Fig. 1: metal layers overlaid
Two of the layers only.
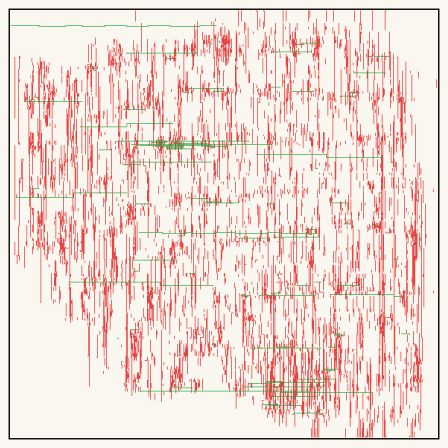
Fig. 2: M1 wires
Supply wires on this layer in grey.
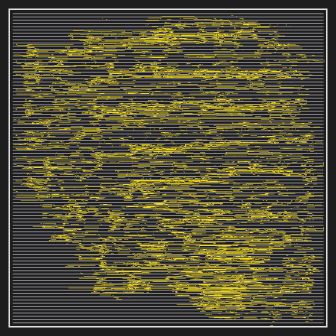
Fig. 3: layout detail
The bar under the picture is 10 µm long. Window x 117 to 147, y 117 to 147 µm. Cells in grey, sequential cells in the stronger grey; small squares are vias.
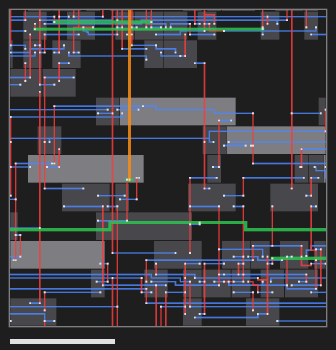
Fig. 4: clock wiring as the flow saved it
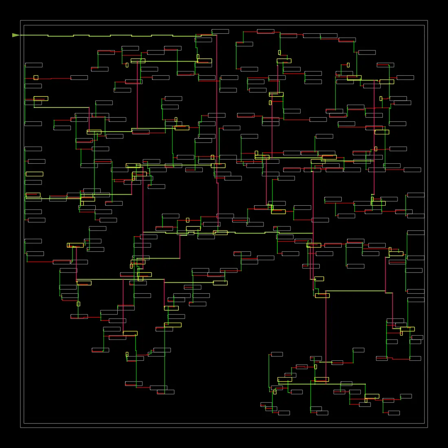
==> config.mk <==
export PLATFORM = sky130hd
export DESIGN_NAME = cic_decimator
export DESIGN_NICKNAME = d
export VERILOG_FILES = /design/src/rtl/cic_pkg.sv /design/src/rtl/cic_comb_chain.sv /design/src/rtl/cic_decimator.sv
export SDC_FILE = /design/constraint.sdc
export NUM_CORES = 1
export LEC_CHECK = 0
export CAP_MARGIN = 20
export CORE_MARGIN = 2
export CORE_UTILIZATION = 30
export DETAILED_ROUTE_END_ITERATION = 10
export PLACE_DENSITY_LB_ADDON = 0.08
export SLEW_MARGIN = 20
export SYNTH_ARGS = -nofsm -noshare
export SYNTH_HDL_FRONTEND = slang
export SYNTH_SLANG_ARGS = --single-unit
==> constraint.sdc <==
create_clock -name clk -period 16.8 [get_ports clk]
set_input_delay 1.68 -clock clk [delete_from_list [all_inputs] [get_ports clk]]
set_output_delay 1.68 -clock clk [all_outputs]
set_load 0.1 [all_outputs]
==> qor.txt <==
Status = finished, final reports clean
Final setup vio count = 0
Post_cts resized = 0
Hold Path Depth = 2
Largest net degree at the start of global routing = 74
RD Place Congestion = 0.841
Initial detailed-routing violation count = 873
Crit path DRT = 17.18 ns
Hold Vio Cnt, Final = 0
Routed Antenna Nets = 0
Worst Path Arrival = 14.38 ns
Fin crit period = 14.00 ns
Comb/total area = 55.6%
Filler cells = 6926
Relative slew slack = 32.0%
Post-Syn Instances = 2275
Post-DR vias/cell = 5.04
Num rows = 95
# IOs = 41
Post-route setup TNS = 0 ns
CTS Buffer Depth = 3
Top cells, area = edfxtp_1, ha_1, xnor2_1
Num CTS Buffers = 36
Main synth FF type = edfxtp_1
Largest class = logic gates
Die width = 264 µm
Clk root buf = clkbuf_16
Hpwl dp = 38600 µm
FP Util = 30.3%
Seq cells post-synth = 230
Die Footprint = 69800 µm²
Non-clk invs = 209
Tool warnings = 35
CP most frequent cell = a21oi_1
Fmax = 71.4 MHz
Flip-flops with a built-in enable = 204
Max-slew violation count = 0
Post-cts hold buffer count = 0
Post-Syn Area = 20300 µm²
Reg2reg setup slack = 3.99 ns
Logic area = 12700 µm²
Post-layout util = 34.0%
Yosys warnings = 0
CP Capture Type = flop
Initial antenna violation count = 0
Post-synth top area cell = edfxtp_1
Buffers, non-clock = 55
Crit-path max FO = 10
Post-CTS setup buffers = 0
Clock Pin Slew Worst Setup and Hold Paths = 0.05 ns
Worst hold path class = flop to flop
Actual slew at the worst max-slew pin = 1.01 ns
GRT overflow = 0
MaxCap Viol Count = 0
First-pass GRT wire length = 83900 µm
Yosys cell count = 2275
Seq area share = 29.1%
Slowest stage delay, CP = 0.55 ns
Clk sinks = 230
Tap cell count = 873
CTS tree = yes
Avg Cell Area, Syn = 8.93 µm²
Die span in y = 264 µm
Async SR Flop Fraction = 0%
Remaining routing DRC violations = 0
RSZ-0062 raised after global routing = false
Diodes inserted = 0
Fin crit share = 83.4%
Synth Seq Share = 32.7%
Crit path kind = primary input to flop
ClkCell Share = 4.78%
H-tree depth = 2
Vias in the first global route = 15696
Yosys chip area = 20300 µm²
Non-Clock Buffer Area Fraction = 2.25%
CP startpoint kind = primary input
Reg2reg path depth = 51
I/O Buffers = 40
Slowest CP cell = o41ai_1
Floorplan Nets = 2514
Share of layout cells above drive strength 1 = 5.05%
Distinct lib cells used = 87
DR pass1 iterations = 5
Area delta synth->final = 12.4%
Reg area = 6650 µm²
Fin nets = 2550
Core area = 67200 µm²
Multi-input gates = 1779
Area leader share = 30.1%
Notes on Fig. 1 above:
- met2: red (wire length 23.0 mm)
- met3: green (wire length 1910 µm)
DR WL/cell: 16.3 µm
gr usage total: 14.6%
total wire length: 52200 µm
vias after detailed routing: 16186

Notes on Fig. 2 above:
- nets with wire on the layer: 2466
- wire length on this layer: 26.4 mm
GR Util met1: 20.5%

Notes on Fig. 3 above:
- met1: blue
- met3: green
- met2: red
- met4: orange
- cells with their middle in the window: 44
- most frequent: a21oi_1 (7), inv_1 (5), ha_1 (5)
- sequential cells in the window: 4

Notes on Fig. 4 above:
seq_cells: 230
Setup Skew: 0.0366 ns
clk_lat worst skew: 0.56 ns
CLK BUF: 45

==> kinds of logic (layout without fill, tap and decap cells) <==
logic type,after synthesis,in the layout,share of synthesized area (%)
muxes,66,66,3.60
xor gates and xnor gates,180,180,7.89
DFF,230,230,32.7
adders and majority gates,216,216,13.6
AOI/OAI and AO/OA,626,626,20.4
buffers and inverters,266,329,4.92
and+or+nand+nor,691,691,16.9
==> stage by stage <==
| step | hold slack (ns) | instances | worst slack [ns] | instance area (µm²) |
|---|---|---|---|---|
| 2_1_floorplan | 0.477 | 2275 | 4.71 | 20300 |
| 3_3_place_gp | 0.481 | 3146 | 2.44 | 21800 |
| 3_5_place_dp | 0.479 | 3146 | 2.14 | 21800 |
| 4_1_cts | 0.486 | 3211 | 2.65 | 22800 |
| 5_1_grt | 0.499 | 3211 | 1.41 | 22800 |
| 6_report | 0.478 | 3211 | 2.80 | 22800 |
==> cells in the mapped netlist, types with 6 or more instances <==
| library cell | n |
|---|---|
| a21o_1 | 92 |
| a221oi_1 | 10 |
| o22ai_1 | 7 |
| clkbuf_1 | 50 |
| nor3_1 | 40 |
| nand4_1 | 20 |
| ha_1 | 209 |
| nor2_1 | 219 |
| and2_1 | 127 |
| nand2b_1 | 30 |
| a31oi_1 | 17 |
| and3_1 | 26 |
| o31a_1 | 6 |
| o41ai_1 | 6 |
| o211ai_1 | 20 |
| buf_1 | 6 |
| nand2_1 | 115 |
| xnor2_1 | 117 |
| mux2_2 | 10 |
| edfxtp_1 | 204 |
| a211oi_1 | 24 |
| mux2i_1 | 50 |
| fa_1 | 7 |
| o21a_1 | 37 |
| nor2b_1 | 25 |
| a21oi_1 | 182 |
| o21ai_0 | 98 |
| dfxtp_1 | 26 |
| inv_1 | 208 |
| o21bai_1 | 34 |
| nand3_1 | 45 |
| or3_1 | 8 |
| a211o_1 | 9 |
| o31ai_1 | 16 |
| nor3b_1 | 7 |
| xor2_1 | 61 |
==> layout by cell type, fill, tap and decap left out, types with 26 or more instances in the layout <==
cell and instances:
nor2_1 218, ha_1 208, inv_1 206, edfxtp_1 204, a21oi_1 182, and2_1 127
xnor2_1 117, nand2_1 115, o21ai_0 98, a21o_1 92, xor2_1 61, mux2i_1 49
nand3_1 45, nor3_1 40, clkdlybuf4s50_1 40, o21a_1 37, clkbuf_16 36, o21bai_1 34
nand2b_1 28, and3_1 26, dfxtp_1 26
==> critical path, delay by kind of cell <==
| family | cells | cell delay (ns) |
|---|---|---|
| simple gates | 16 | 3.14 |
| xor+xnor | 5 | 1.07 |
| mux | 1 | 0.34 |
| buf+inv | 2 | 0.48 |
| compound gates | 21 | 5.31 |
| fa+ha+maj | 7 | 2.32 |
==> metal layers <==
layer  GRT usage [%]  routed length [µm]  vias up
met5               0                   0        -
met4            3.73                 961        0
met2            23.3               23000      196
met3            2.50                1910       57
met1            20.5               26400     7659
li1                -                   -     8274
